===== config.mk =====
export PLATFORM = sky130hd
export DESIGN_NAME = bird_physics_flat
export DESIGN_NICKNAME = d
export VERILOG_FILES = /design/src/rtl/bird_physics_if.sv /design/src/rtl/bird_physics.sv /design/src/flat_wrapper.sv
export SDC_FILE = /design/constraint.sdc
export NUM_CORES = 1
export LEC_CHECK = 0
export CAP_MARGIN = 20
export CELL_PAD_IN_SITES_DETAIL_PLACEMENT = 2
export CELL_PAD_IN_SITES_GLOBAL_PLACEMENT = 2
export CORE_UTILIZATION = 23
export DETAILED_ROUTE_END_ITERATION = 12
export GPL_ROUTABILITY_DRIVEN = 0
export PLACE_DENSITY = 0.77
export SYNTH_ARGS = -nofsm -noshare
export SYNTH_HDL_FRONTEND = slang
export SYNTH_SLANG_ARGS = --single-unit

===== constraint.sdc =====
create_clock -name Clk -period 3 [get_ports Clk]
set_input_delay 0.9 -clock Clk [delete_from_list [all_inputs] [get_ports Clk]]
set_output_delay 0.9 -clock Clk [all_outputs]
set_load 0.02 [all_outputs]

===== src/rtl/bird_physics_if.sv =====
// Control inputs and sprite/state outputs between the Flappy-VGA game logic and bird_physics.
// The master drives frame strobe, game control and buttons; the slave returns bird geometry and state.
interface bird_physics_if #(
  parameter int W = 10
);
  logic              Tick;
  logic              Start;
  logic              Stop;
  logic              Ack;
  logic              BtnU;
  logic              BtnD;
  logic [W-1:0]      Bird_X_L;
  logic [W-1:0]      Bird_X_R;
  logic [W-1:0]      Bird_Y_T;
  logic [W-1:0]      Bird_Y_B;
  logic signed [7:0] VertSpeed;
  logic              HitCeil;
  logic              HitFloor;
  logic              q_Initial;
  logic              q_Flight;
  logic              q_Stop;

  modport master (
    output Tick, Start, Stop, Ack, BtnU, BtnD,
    input  Bird_X_L, Bird_X_R, Bird_Y_T, Bird_Y_B, VertSpeed,
    input  HitCeil, HitFloor, q_Initial, q_Flight, q_Stop
  );

  modport slave (
    input  Tick, Start, Stop, Ack, BtnU, BtnD,
    output Bird_X_L, Bird_X_R, Bird_Y_T, Bird_Y_B, VertSpeed,
    output HitCeil, HitFloor, q_Initial, q_Flight, q_Stop
  );
endinterface


===== src/rtl/bird_physics.sv =====
// Vertical motion of the Flappy-VGA bird sprite, advanced once per frame Tick.
// Define FLAPPY_GRAVITY_EN for gravity/flap physics; otherwise BtnU/BtnD step the bird manually.
module bird_physics #(
  parameter int W       = 10,
  parameter int BIRD_X0 = 230,
  parameter int BIRD_Y0 = 220,
  parameter int BIRD_W  = 40,
  parameter int BIRD_H  = 25,
  parameter int MIN_Y   = 4,
  parameter int MAX_Y   = 639,
  parameter int JUMP_V  = 8,
  parameter int GRAVITY = 1,
  parameter int VMAX    = 12,
  parameter int STEP    = 4
) (
  input  logic          Clk,
  input  logic          reset,
  bird_physics_if.slave bus
);
  // Two extra bits let the candidate position go negative or past the screen without wrapping.
  localparam int YW = W + 2;
  localparam logic signed [YW-1:0] MIN_Y_S = YW'(MIN_Y);
  localparam logic [W-1:0]         Y0      = W'(BIRD_Y0);
  localparam logic [W-1:0]         H_M1    = W'(BIRD_H - 1);

  if (VMAX > 127 || JUMP_V > 128 || STEP > 127 || GRAVITY < 0 || GRAVITY > 127) begin : g_bad_cfg
    $error("bird_physics: velocity parameters do not fit the 8-bit VertSpeed");
  end

  typedef enum logic [2:0] {
    S_INIT   = 3'b001,
    S_FLIGHT = 3'b010,
    S_STOP   = 3'b100
  } state_t;

  state_t            state;
  logic [W-1:0]      y_t;
  logic [W-1:0]      y_b;
  logic signed [7:0] vel;
  logic              hit_ceil;
  logic              hit_floor;

  logic signed [YW-1:0] y_ext_p0;
  logic [W-1:0]         y_new_p0;
  logic signed [7:0]    v_new_p0;
  logic                 ceil_p0;
  logic                 floor_p0;

  assign y_ext_p0 = $signed({2'b00, y_t});

`ifdef FLAPPY_GRAVITY_EN
  localparam logic signed [YW-1:0] FLOOR_T_S = YW'(MAX_Y - BIRD_H + 1);
  localparam logic signed [7:0]    JUMP_V_S  = 8'(-JUMP_V);

  logic                 flap_pend;
  logic                 btn_q;
  logic                 flap_edge;
  logic signed [7:0]    v_try_p0;
  logic signed [YW-1:0] y_try_p0;

  assign flap_edge = bus.BtnU & ~btn_q;

  function automatic logic signed [7:0] grav_sat(input logic signed [7:0] v);
    logic signed [9:0] s;
    s = 10'(v) + 10'(GRAVITY);
    return (s > 10'(VMAX)) ? 8'(VMAX) : s[7:0];
  endfunction

  // Stage p0: semi-implicit update, new velocity first, then position from it.
  always_comb begin
    v_try_p0 = (flap_pend | flap_edge) ? JUMP_V_S : grav_sat(vel);
    y_try_p0 = y_ext_p0 + YW'(v_try_p0);
    ceil_p0  = (y_try_p0 < MIN_Y_S);
    floor_p0 = !ceil_p0 && (y_try_p0 > FLOOR_T_S);
    y_new_p0 = ceil_p0  ? W'(MIN_Y) :
               floor_p0 ? W'(FLOOR_T_S) : y_try_p0[W-1:0];
    v_new_p0 = (ceil_p0 | floor_p0) ? 8'sd0 : v_try_p0;
  end
`else
  localparam logic signed [YW-1:0] STEP_S     = YW'(STEP);
  localparam logic signed [YW-1:0] MAX_Y_S    = YW'(MAX_Y);
  localparam logic signed [YW-1:0] DN_REACH_S = YW'(BIRD_H - 1 + STEP);

  // Stage p0: a move is taken only if the whole step stays on screen.
  always_comb begin
    ceil_p0  = 1'b0;
    floor_p0 = 1'b0;
    y_new_p0 = y_t;
    v_new_p0 = 8'sd0;
    if (bus.BtnU && (y_ext_p0 - STEP_S >= MIN_Y_S)) begin
      y_new_p0 = y_t - W'(STEP);
      v_new_p0 = 8'(-STEP);
    end else if (bus.BtnD && (y_ext_p0 + DN_REACH_S <= MAX_Y_S)) begin
      y_new_p0 = y_t + W'(STEP);
      v_new_p0 = 8'(STEP);
    end
  end
`endif

  // Stage p1: registered state, position, velocity and clamp pulses.
  always_ff @(posedge Clk) begin
    hit_ceil  <= 1'b0;
    hit_floor <= 1'b0;
    if (reset) begin
      state <= S_INIT;
      y_t   <= Y0;
      y_b   <= Y0 + H_M1;
      vel   <= '0;
`ifdef FLAPPY_GRAVITY_EN
      flap_pend <= 1'b0;
      btn_q     <= 1'b0;
`endif
    end else begin
`ifdef FLAPPY_GRAVITY_EN
      btn_q <= bus.BtnU;
`endif
      case (state)
        S_INIT: begin
          y_t <= Y0;
          y_b <= Y0 + H_M1;
          vel <= '0;
`ifdef FLAPPY_GRAVITY_EN
          flap_pend <= 1'b0;
`endif
          if (bus.Start) state <= S_FLIGHT;
        end
        S_FLIGHT: begin
          if (bus.Stop) begin
            state <= S_STOP;
          end else if (bus.Tick) begin
            y_t       <= y_new_p0;
            y_b       <= y_new_p0 + H_M1;
            vel       <= v_new_p0;
            hit_ceil  <= ceil_p0;
            hit_floor <= floor_p0;
`ifdef FLAPPY_GRAVITY_EN
            flap_pend <= 1'b0;
          end else if (flap_edge) begin
            flap_pend <= 1'b1;
`endif
          end
        end
        S_STOP: begin
          if (bus.Ack) state <= S_INIT;
        end
        default: state <= S_INIT;
      endcase
    end
  end

  assign bus.Bird_X_L  = W'(BIRD_X0);
  assign bus.Bird_X_R  = W'(BIRD_X0 + BIRD_W - 1);
  assign bus.Bird_Y_T  = y_t;
  assign bus.Bird_Y_B  = y_b;
  assign bus.VertSpeed = vel;
  assign bus.HitCeil   = hit_ceil;
  assign bus.HitFloor  = hit_floor;
  assign bus.q_Initial = state[0];
  assign bus.q_Flight  = state[1];
  assign bus.q_Stop    = state[2];
endmodule


===== src/flat_wrapper.sv =====
// flat-port wrapper written by rule: the top's interface ports become plain ports
module bird_physics_flat 
#(
  parameter int W       = 10,
  parameter int BIRD_X0 = 230,
  parameter int BIRD_Y0 = 220,
  parameter int BIRD_W  = 40,
  parameter int BIRD_H  = 25,
  parameter int MIN_Y   = 4,
  parameter int MAX_Y   = 639,
  parameter int JUMP_V  = 8,
  parameter int GRAVITY = 1,
  parameter int VMAX    = 12,
  parameter int STEP    = 4
)
  (Clk, reset, bus_Tick, bus_Start, bus_Stop, bus_Ack, bus_BtnU, bus_BtnD, bus_Bird_X_L, bus_Bird_X_R, bus_Bird_Y_T, bus_Bird_Y_B, bus_VertSpeed, bus_HitCeil, bus_HitFloor, bus_q_Initial, bus_q_Flight, bus_q_Stop);
  bird_physics_if #(.W(W)) bus_i ();
  input  logic Clk;
  input  logic reset;
  input wire logic [$bits(bus_i.Tick)-1:0] bus_Tick;
  input wire logic [$bits(bus_i.Start)-1:0] bus_Start;
  input wire logic [$bits(bus_i.Stop)-1:0] bus_Stop;
  input wire logic [$bits(bus_i.Ack)-1:0] bus_Ack;
  input wire logic [$bits(bus_i.BtnU)-1:0] bus_BtnU;
  input wire logic [$bits(bus_i.BtnD)-1:0] bus_BtnD;
  output wire logic [$bits(bus_i.Bird_X_L)-1:0] bus_Bird_X_L;
  output wire logic [$bits(bus_i.Bird_X_R)-1:0] bus_Bird_X_R;
  output wire logic [$bits(bus_i.Bird_Y_T)-1:0] bus_Bird_Y_T;
  output wire logic [$bits(bus_i.Bird_Y_B)-1:0] bus_Bird_Y_B;
  output wire logic [$bits(bus_i.VertSpeed)-1:0] bus_VertSpeed;
  output wire logic [$bits(bus_i.HitCeil)-1:0] bus_HitCeil;
  output wire logic [$bits(bus_i.HitFloor)-1:0] bus_HitFloor;
  output wire logic [$bits(bus_i.q_Initial)-1:0] bus_q_Initial;
  output wire logic [$bits(bus_i.q_Flight)-1:0] bus_q_Flight;
  output wire logic [$bits(bus_i.q_Stop)-1:0] bus_q_Stop;
  assign bus_i.Tick = bus_Tick;
  assign bus_i.Start = bus_Start;
  assign bus_i.Stop = bus_Stop;
  assign bus_i.Ack = bus_Ack;
  assign bus_i.BtnU = bus_BtnU;
  assign bus_i.BtnD = bus_BtnD;
  assign bus_Bird_X_L = bus_i.Bird_X_L;
  assign bus_Bird_X_R = bus_i.Bird_X_R;
  assign bus_Bird_Y_T = bus_i.Bird_Y_T;
  assign bus_Bird_Y_B = bus_i.Bird_Y_B;
  assign bus_VertSpeed = bus_i.VertSpeed;
  assign bus_HitCeil = bus_i.HitCeil;
  assign bus_HitFloor = bus_i.HitFloor;
  assign bus_q_Initial = bus_i.q_Initial;
  assign bus_q_Flight = bus_i.q_Flight;
  assign bus_q_Stop = bus_i.q_Stop;
  bird_physics #(.W(W), .BIRD_X0(BIRD_X0), .BIRD_Y0(BIRD_Y0), .BIRD_W(BIRD_W), .BIRD_H(BIRD_H), .MIN_Y(MIN_Y), .MAX_Y(MAX_Y), .JUMP_V(JUMP_V), .GRAVITY(GRAVITY), .VMAX(VMAX), .STEP(STEP)) u_core (.Clk(Clk), .reset(reset), .bus(bus_i));
endmodule

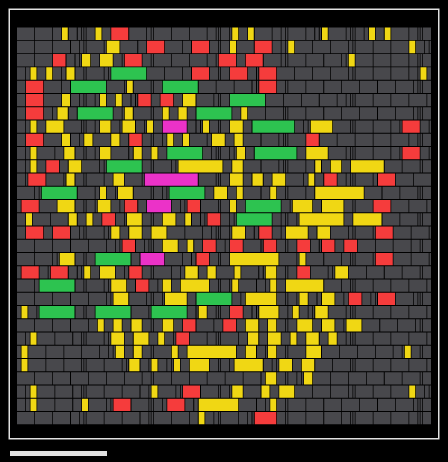
Fig. 1. Placement by cell class.
The bar under the picture is 20 um long. Fill, decap, tap and diode cells in gray.
[yellow] remaining logic cells | cells: 164 | share of their area: 53%
[green] registers | cells: 20 | share of their area: 19%
[red] remaining buffers and delay cells | cells: 60 | share of their area: 25%
[magenta] clock drivers and dummy loads | cells: 4 | share of their area: 3.3%
Seq area share: 17.9%
Core ar.: 6940 sq um
row count: 30
Finished Cell Area: 2280 sq um
final design utilization: 32.8%

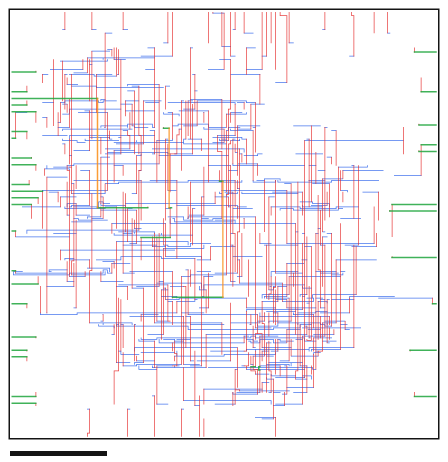
Fig. 2. Routed metal, one color a layer.
The bar under the picture is 20 um long.
[green] M3 | wire length: 181 um
[blue] M1 | wire length: 2320 um
[orange] M4 | wire length: 62.6 um
[red] M2 | wire length: 2630 um
GRT Overall Usage: 13.6%
Vias: 1564
total wire length: 5.20 mm
routed len/inst: 15.1 um

==> flow_summary.json <==
{
  "status": "complete, no violations",
  "powerDensity_nw_per_um2": 329,
  "finalClockPeriodUsage_pct": 96.8,
  "area_leaders": "dfxtp_1, buf_4, ha_1",
  "worstSetupPathType": "register to register",
  "min_path_type": "register to register",
  "die_width_um": 87.9,
  "maxCapViolCount": 0,
  "max_slew_margin_pct": 63.8,
  "fmax_mhz": 344,
  "numClockSinks": 20,
  "fin_worst_skew_ns": 0.00556,
  "grt_max_degree": 17,
  "syn2layout_area_growth_pct": 34.4,
  "initCoreUtil_pct": 24.4,
  "finalMaxSlewViolations": 0,
  "syn-cell-area_sq_um": 1700,
  "setup_viol": 0,
  "end_kind": "register",
  "top_cell": "buf_4",
  "clkLatencyLatePin_ns": 0.27,
  "ys_warn_count": 0,
  "via_per_inst": 4.55,
  "cp_max_fo": 10,
  "ys_types": 56,
  "pin_count": 61,
  "warnings": 29,
  "yosysSeqAreaShare_pct": 23.6,
  "dp_hpwl_mm": 3.93,
  "p_leak_nw": 0.921,
  "tightestPinTransition_ns": 0.543,
  "antenna_found_initial": 0,
  "grt_pass1_vias": 1583,
  "cp.arrival_ns": 3.07,
  "layout_min_cycle_time_ns": 2.90,
  "start_kind": "register",
  "yosys-top-cells-count": "buf_4, dfxtp_1, nor2_1",
  "drive_gt1_share_pct": 22.6,
  "grt_pass1_wl_mm": 8.05,
  "die_area_sq_um": 7720,
  "ir_drop_uv": 135,
  "finalHoldViolations": 0,
  "ys_cells": 203,
  "drtIter0Drc": 61,
  "synth_top_area_share_pct": 23.6,
  "cts_buffers": 3,
  "dr.pass1.iters": 4,
  "antenna_left": 0,
  "synthCells": 203,
  "ys_ff": 20,
  "postCtsHoldBufs": 0,
  "cp.required_ns": 3.16,
  "synth-edff-count": 0,
  "diodes": 0,
  "drcViolationCount": 0,
  "ys_chip_area_sq_um": 1700,
  "cts_buffer_depth": 2,
  "power_mw": 0.750,
  "htreeDepth": 1,
  "portBuffers": 32,
  "placed_area_sq_um": 2140,
  "overflow": 0,
  "fp.dieH_um": 87.9,
  "async_reset_ff_share_pct": 0,
  "avgSynthCellArea_sq_um": 8.35,
  "cts_root_buf": "clkbuf_8",
  "r2r_slack_ns": 0.1,
  "largest_area_cell": "dfxtp_1",
  "flop_cell": "dfxtp_1",
  "fin_nets": 262,
  "cts_tree": "built",
  "path_clk_slew_ns": 0.08
}
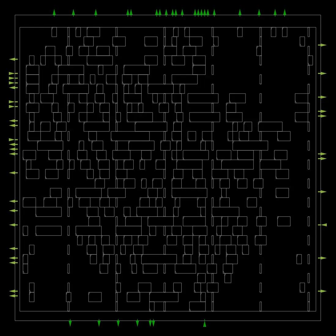
Fig. 3. Placed standard cells.
Fill cells: 802
Flops: 20

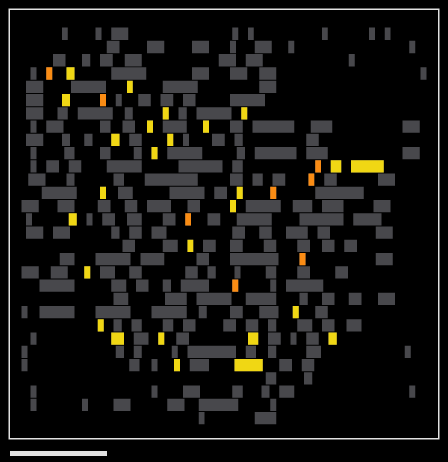
Fig. 4. Selected gate families.
The bar under the picture is 20 um long.
[orange] inv cells | cells: 8 | most used: inv_1
[yellow] nor cells | cells: 26 | most used: nor2_1
logic share of the area: 49.0%
Non-Filler Instances: 344
Top cell excl fill/tap: clkdlybuf4s50_1

==> report_power, final <==
part | internal [mW] | switching, mW | total, mW
Clock | 0.178 | 0.0989 | 0.277
Sequential | 0.270 | 0.00989 | 0.280
Combinational | 0.0771 | 0.116 | 0.193
==> area by class of cell <==
cell class | instances | area, sq um
clock buffers | 3 | 41.3
fillers | 802 | 4670
repair buffers | 60 | 533
multi-input cells | 156 | 1120
clock inverters | 1 | 30.0
well taps | 96 | 120
inverters | 8 | 30.0
flip-flops and latches | 20 | 408
==> registers in the layout, summed over array words and instances (netlist names) <==
name / cells
u_core.bus.Bird_Y_T: 7
u_core.state: 3
u_core.bus.Bird_Y_B: 8
u_core.bus.VertSpeed: 2
==> metal layers <==
metal / global-route usage, % / vias up / wire [um]
met5: 0 / - / 0
met4: 3.58 / 0 / 62
met3: 1.41 / 6 / 180
met2: 24.9 / 43 / 2630
met1: 16.8 / 769 / 2320
li1: - / 746 / -
==> kinds of logic after synthesis <==
group / Yosys count / share of synthesized area (%)
flip-flops: 20 / 23.6
AND-OR/OR-AND: 50 / 23.0
buffers and inverters: 53 / 20.7
XOR/XNOR: 10 / 6.72
AND/OR/NAND/NOR: 62 / 20.6
multiplexers: 1 / 1.33
other: 2 / 0.443
adder cells (fa/ha/maj): 5 / 3.69
==> worst paths after layout <==
check	start	depth (start not counted)	to
min	u_core.bus.Bird_Y_B[8]$_SDFFE_PP0P_	1	u_core.bus.Bird_Y_B[8]$_SDFFE_PP0P_
max	u_core.bus.Bird_Y_T[4]$_SDFFE_PP1P_	12	u_core.bus.Bird_Y_B[5]$_SDFFE_PP1P_
min reg2reg	u_core.bus.Bird_Y_B[8]$_SDFFE_PP0P_	1	u_core.bus.Bird_Y_B[8]$_SDFFE_PP0P_
max reg2reg	u_core.bus.Bird_Y_T[4]$_SDFFE_PP1P_	12	u_core.bus.Bird_Y_B[5]$_SDFFE_PP1P_
==> worst max-delay path, stage by stage (launching register included) <==
cell and delay [ns]:
dfxtp_1 0.48, or4_4 0.56, a41oi_4 0.20, o21a_1 0.22
buf_4 0.21, nand3b_1 0.15, nand3_1 0.14, inv_1 0.13
ha_4 0.16, buf_4 0.11, xor2_1 0.14, a21oi_1 0.08
or2_1 0.21
==> repair_timing <==
item	4_1_cts	5_1_grt
setup buffers	0	2
pin swaps	1	4
endpoints found under the setup margin	1	3
gates resized	1	9
==> cells in the final DEF, fill, tap and decap left out, types with 3 or more instances in the layout <==
cell	n
dfxtp_1	18
buf_4	28
o211ai_1	5
o21ai_0	4
inv_1	5
inv_2	3
clkbuf_8	3
ha_1	3
nor2_1	16
a21oi_1	11
a22oi_1	4
nand2_1	9
o21ai_1	3
nand2b_1	4
nand3_1	3
conb_1	28
or3_1	3
nand3b_1	5
nor3_1	5
clkdlybuf4s50_1	31
xor2_1	4
==> per-stage QoR <==
stage          utilization [%]  hold WS [ns]  cells  setup slack, ns  setup TNS, ns
5_1_grt                   32.8         0.518    344          -0.0859         -0.175
3_3_place_gp              30.8         0.479    338           -0.182         -0.280
6_report                  32.8         0.493    344           0.0965              0
4_1_cts                   31.9         0.501    342           0.0193              0
2_1_floorplan                -         0.558    229           0.0187              0
3_5_place_dp              30.8         0.473    338           -0.285         -0.597
